$ cat src/rtl/axis_bus_arbiter.sv
`default_nettype none
// ============================================================================
//  Module      : axis_bus_arbiter
//  Description : Packet-level round-robin arbiter for the 4-to-1 AXI-Stream
//                FIFO mux/demux path. It grants one FIFO at a time, holds the
//                grant until that FIFO's tlast beat is accepted, then inserts
//                a one-cycle idle gap and rotates priority.
//                Optional stall timeout: define AXIS_ARB_TIMEOUT_EN.
//  Revision    : 1.0 - initial release
// ============================================================================
module axis_bus_arbiter #(
    parameter int          NUM_CH         = 4,
    parameter logic [7:0]  SEL_BASE       = 8'd128,
    parameter logic [15:0] TIMEOUT_CYCLES = 16'd255
) (
    input  logic              clk,
    input  logic              rst,
    input  logic              arb_en,
    input  logic [NUM_CH-1:0] axis_fifo_tvalid,
    input  logic [NUM_CH-1:0] axis_fifo_tlast,
    input  logic              axis_in_tready,
    output logic [7:0]        bus_sel,
    output logic              grant_valid,
    output logic [1:0]        grant_ch,
    output logic              pkt_done,
    output logic [15:0]       pkt_count,
    output logic              timeout_err
);

    localparam logic [0:0] c_ST_IDLE  = 1'b0;
    localparam logic [0:0] c_ST_GRANT = 1'b1;

    logic [0:0] r_state;
    logic [1:0] r_ptr;       // last channel served
    logic       w_pick_valid;
    logic [1:0] w_pick_ch;
    logic [1:0] w_idx;
    logic       w_beat;
    logic       w_last_beat;
    logic       w_abort;

    // Beat on the granted channel; grant_ch is only meaningful in GRANT
    assign w_beat      = axis_fifo_tvalid[grant_ch] && axis_in_tready;
    assign w_last_beat = w_beat && axis_fifo_tlast[grant_ch];

    // Round-robin search: first requesting channel after the last one served
    always_comb begin
        w_pick_valid = 1'b0;
        w_pick_ch    = r_ptr;
        w_idx        = 2'd0;
        for (int i = 1; i <= NUM_CH; i++) begin
            w_idx = r_ptr + 2'(i);
            if (!w_pick_valid && axis_fifo_tvalid[w_idx]) begin
                w_pick_valid = 1'b1;
                w_pick_ch    = w_idx;
            end
        end
    end

`ifdef AXIS_ARB_TIMEOUT_EN
    logic [15:0] r_stall_cnt;

    // Abort a grant once the stall counter has sat at the limit without a beat
    assign w_abort = (r_state == c_ST_GRANT) && !w_beat && (r_stall_cnt == TIMEOUT_CYCLES);

    // Stall counter: counts non-beat cycles in GRANT, cleared on beats and outside GRANT
    always_ff @(posedge clk) begin
        if (rst) begin
            r_stall_cnt <= 16'd0;
            timeout_err <= 1'b0;
        end else begin
            timeout_err <= 1'b0;
            if (r_state != c_ST_GRANT || w_beat) begin
                r_stall_cnt <= 16'd0;
            end else if (w_abort) begin
                r_stall_cnt <= 16'd0;
                timeout_err <= 1'b1;
            end else begin
                r_stall_cnt <= r_stall_cnt + 16'd1;
            end
        end
    end
`else
    logic w_unused_timeout;

    assign w_abort          = 1'b0;
    assign timeout_err      = 1'b0;
    assign w_unused_timeout = ^TIMEOUT_CYCLES;
`endif

    // Arbitration state machine and registered select outputs
    always_ff @(posedge clk) begin
        if (rst) begin
            r_state     <= c_ST_IDLE;
            r_ptr       <= 2'd3;
            bus_sel     <= 8'd0;
            grant_valid <= 1'b0;
            grant_ch    <= 2'd0;
            pkt_done    <= 1'b0;
            pkt_count   <= 16'd0;
        end else begin
            pkt_done <= 1'b0;
            case (r_state)
                c_ST_IDLE: begin
                    if (arb_en && w_pick_valid) begin
                        r_state     <= c_ST_GRANT;
                        bus_sel     <= SEL_BASE + {6'd0, w_pick_ch};
                        grant_valid <= 1'b1;
                        grant_ch    <= w_pick_ch;
                    end else begin
                        bus_sel     <= 8'd0;
                        grant_valid <= 1'b0;
                    end
                end
                c_ST_GRANT: begin
                    // Release on packet end or timeout; the IDLE cycle that
                    // follows forms the mandatory gap between packets
                    if (w_last_beat) begin
                        r_state     <= c_ST_IDLE;
                        r_ptr       <= grant_ch;
                        bus_sel     <= 8'd0;
                        grant_valid <= 1'b0;
                        pkt_done    <= 1'b1;
                        pkt_count   <= pkt_count + 16'd1;
                    end else if (w_abort) begin
                        r_state     <= c_ST_IDLE;
                        r_ptr       <= grant_ch;
                        bus_sel     <= 8'd0;
                        grant_valid <= 1'b0;
                    end
                end
                default: begin
                    r_state     <= c_ST_IDLE;
                    bus_sel     <= 8'd0;
                    grant_valid <= 1'b0;
                end
            endcase
        end
    end

endmodule
`default_nettype wire

$ cat config.mk
export PLATFORM = sky130hd
export DESIGN_NAME = axis_bus_arbiter
export DESIGN_NICKNAME = d
export VERILOG_FILES = /design/src/rtl/axis_bus_arbiter.sv
export SDC_FILE = /design/constraint.sdc
export NUM_CORES = 1
export LEC_CHECK = 0
export CAP_MARGIN = 20
export CORE_ASPECT_RATIO = 2
export CORE_UTILIZATION = 49
export DETAILED_ROUTE_END_ITERATION = 10
export PLACE_DENSITY = 0.83
export SLEW_MARGIN = 40
export SYNTH_ARGS = -nofsm -noshare
export SYNTH_HDL_FRONTEND = slang
export SYNTH_SLANG_ARGS = --single-unit
$ cat constraint.sdc
create_clock -name clk -period 4.7 [get_ports clk]
set_clock_uncertainty 0.15 [all_clocks]
set_input_delay 0.705 -clock clk [delete_from_list [all_inputs] [get_ports clk]]
set_output_delay 0.705 -clock clk [all_outputs]
set_load 0.05 [all_outputs]
==> impl_metrics.json <==
{
  "grt_pass1_wl_um": 5140,
  "synth_flops": 25,
  "nNetsFinal": 202,
  "finalSetupTns_ns": 0,
  "pwr-share-seq_pct": 51.4,
  "die_h_um": 75.9,
  "maxCapViolations": 0,
  "syn_area_per_cell_um2": 8.42,
  "power.internal_mw": 0.301,
  "power_density_mw_per_mm2": 252,
  "core_mm2": 0.00257,
  "cts_root_buf": "clkbuf_8",
  "fp_util_pct": 52.1,
  "combPwrFrac_pct": 18.0,
  "period_used_pct": 60.9,
  "syn-cell-area_mm2": 0.00134,
  "grt_overflow": 0,
  "crit_fanout": 35,
  "postSynthCellCount": 159,
  "setup_violations": 0,
  "drt_first_pass_iters": 4,
  "synth_cell_types": 37,
  "hold_class": "reg -> reg",
  "ir_drop_v": 0.000219,
  "cp-start-kind": "primary input",
  "ys_seq_share_pct": 37.4,
  "edf_count": 0,
  "arrival_ns": 2.90,
  "status": "completed"
}
cells by family (layout without fill, tap and decap cells):
| logic type | count (synthesis) | count (layout) | synth area share, % |
|---|---|---|---|
| adders and majority gates | 1 | 1 | 0.934 |
| muxes | 2 | 2 | 3.36 |
| other | 1 | 6 | 0.280 |
| AOI/OAI and AO/OA | 49 | 49 | 23.6 |
| DFF | 25 | 25 | 37.4 |
| buffers and inverters | 22 | 46 | 8.69 |
| and+or+nand+nor | 59 | 59 | 25.7 |
critical path: stages:
cell and delay, ns:
clkdlybuf4s50_1 0.60, nand2_1 0.08, mux4_2 0.74, or4_1 0.58
a21oi_1 0.19
final cells by class:
type	count	area [µm²]	area share, %
tap	28	35.0	2.06
sequential	25	500	29.5
inverter	8	30.0	1.77
clock inverter	1	7.51	0.442
timing repair buffer	34	335	19.7
clock buffer	3	41.3	2.43
multi-input combinational	117	748	44.1
power groups by stage:
stage          combinational [mW]  sequential, mW  clock [mW]
2_1_floorplan              0.0481           0.235           0
3_3_place_gp               0.0747           0.225           0
3_5_place_dp               0.0772           0.225           0
4_1_cts                    0.0773           0.220       0.133
5_1_grt                    0.0828           0.221       0.139
6_report                   0.0773           0.220       0.131
cells in the mapped netlist (3+ instances only):
master,n
nor3_1,3
nand4_1,3
and2_1,6
clkbuf_1,6
o21ai_0,5
a21oi_1,20
nand2_1,13
buf_4,7
nand3_1,8
dfxtp_1,25
or4_1,13
inv_1,8
o2bb2ai_1,3
o31ai_1,12
layer usage:
layer  wire length [µm]  share of wire [%]  track usage [%]  vias up
met1               1200                 37             25.6      623
met4                123                3.8             13.8        0
li1                   -                  -                -      646
met5                  0                  0                0        -
met2               1750                 55             39.8       58
met3                126                3.9             2.63       14
registers in the layout, summed over array words and instances, names as in the netlist:
register / flops
r_ptr: 2
grant_ch: 2
r_state: 1
pkt_done: 1
pkt_count: 16
bus_sel: 3
worst paths after layout:
path                             from      endpoint  slack [ns]  cells past startpoint
setup / recovery  axis_fifo_tvalid[1]  pkt_count[4]        1.84                      5
hold / removal             bus_sel[0]    bus_sel[0]        0.32                      1
setup reg to reg          grant_ch[0]  pkt_count[4]        2.42                      4
hold reg to reg            bus_sel[0]    bus_sel[0]        0.32                      1
through the flow:
step	instances	utilization (%)	hold slack (ns)	total power, mW	worst slack [ns]
finish	216	66.1	0.321	0.429	1.84
global route	216	66.1	0.342	0.443	1.74
CTS	216	66.3	0.326	0.431	1.83
detailed placement	212	64.4	0.295	0.302	1.55
global placement	212	64.1	0.302	0.300	1.70
floorplan	164	-	0.352	0.283	2.35
**Cells by drive strength**

Scale: 8 px per µm.
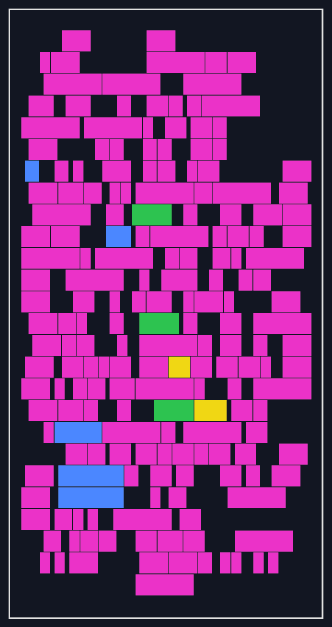
Key: yellow = x3 and x4 [cells 2, share 1.1%]; green = x6 and larger [cells 3, share 1.6%, most used clkbuf_8]; magenta = x1 and smaller [cells 178, share 95%, most used clkdlybuf4s50_1]; blue = x2 [cells 5, share 2.7%, most used mux4_2]
Area Overhead vs Synth: 26.8%
final non-filler cell area: 0.00170 mm²
Non-clock buffers: 34
fin worst setup slack: 1.84 ns

**Where the registers sit**

Scale: 6 px per µm. Other sequential cells in the stronger grey, the rest of the logic in the fainter grey.
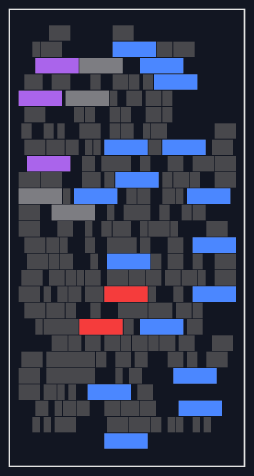
Key: red = r_ptr [flops 2]; purple = bus_sel [flops 3]; blue = pkt_count [flops 16]
Another 4 sequential cells are not coloured.

**Routed metal per tile**

Scale: 6 px per µm. The die is cut into 8 by 15 equal tiles; black is low, pale yellow is high, scaled to the fullest tile. Values are wire area over tile area, all layers added.
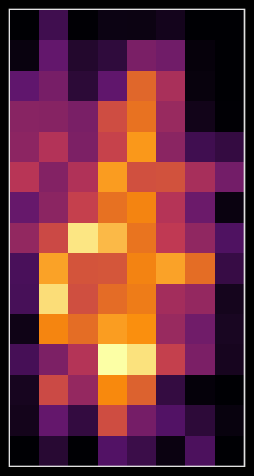
The densest ninth of the die: middle. The fullest tile reaches 0.50. 11% of the tiles are nearly empty. 31% of the tiles are over half the peak.
WL final: 3200 µm
Avg WL per Cell: 14.8 µm

**Met3 routing**

Scale: 8 px per µm.
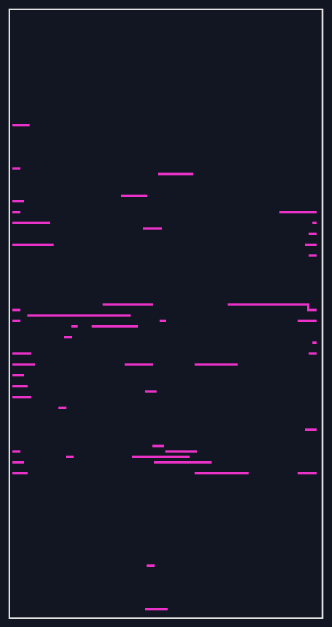
The wires run mostly horizontal. The layer holds 4.0% of the routed length. The layer carries 126 µm of wire. 39 nets have wire on it. The longest straight run is 12.6 µm.
DR vias: 1,341
grt met3 use: 2.63%

Power figures rest on the tool's default switching activity, not on a simulated workload.
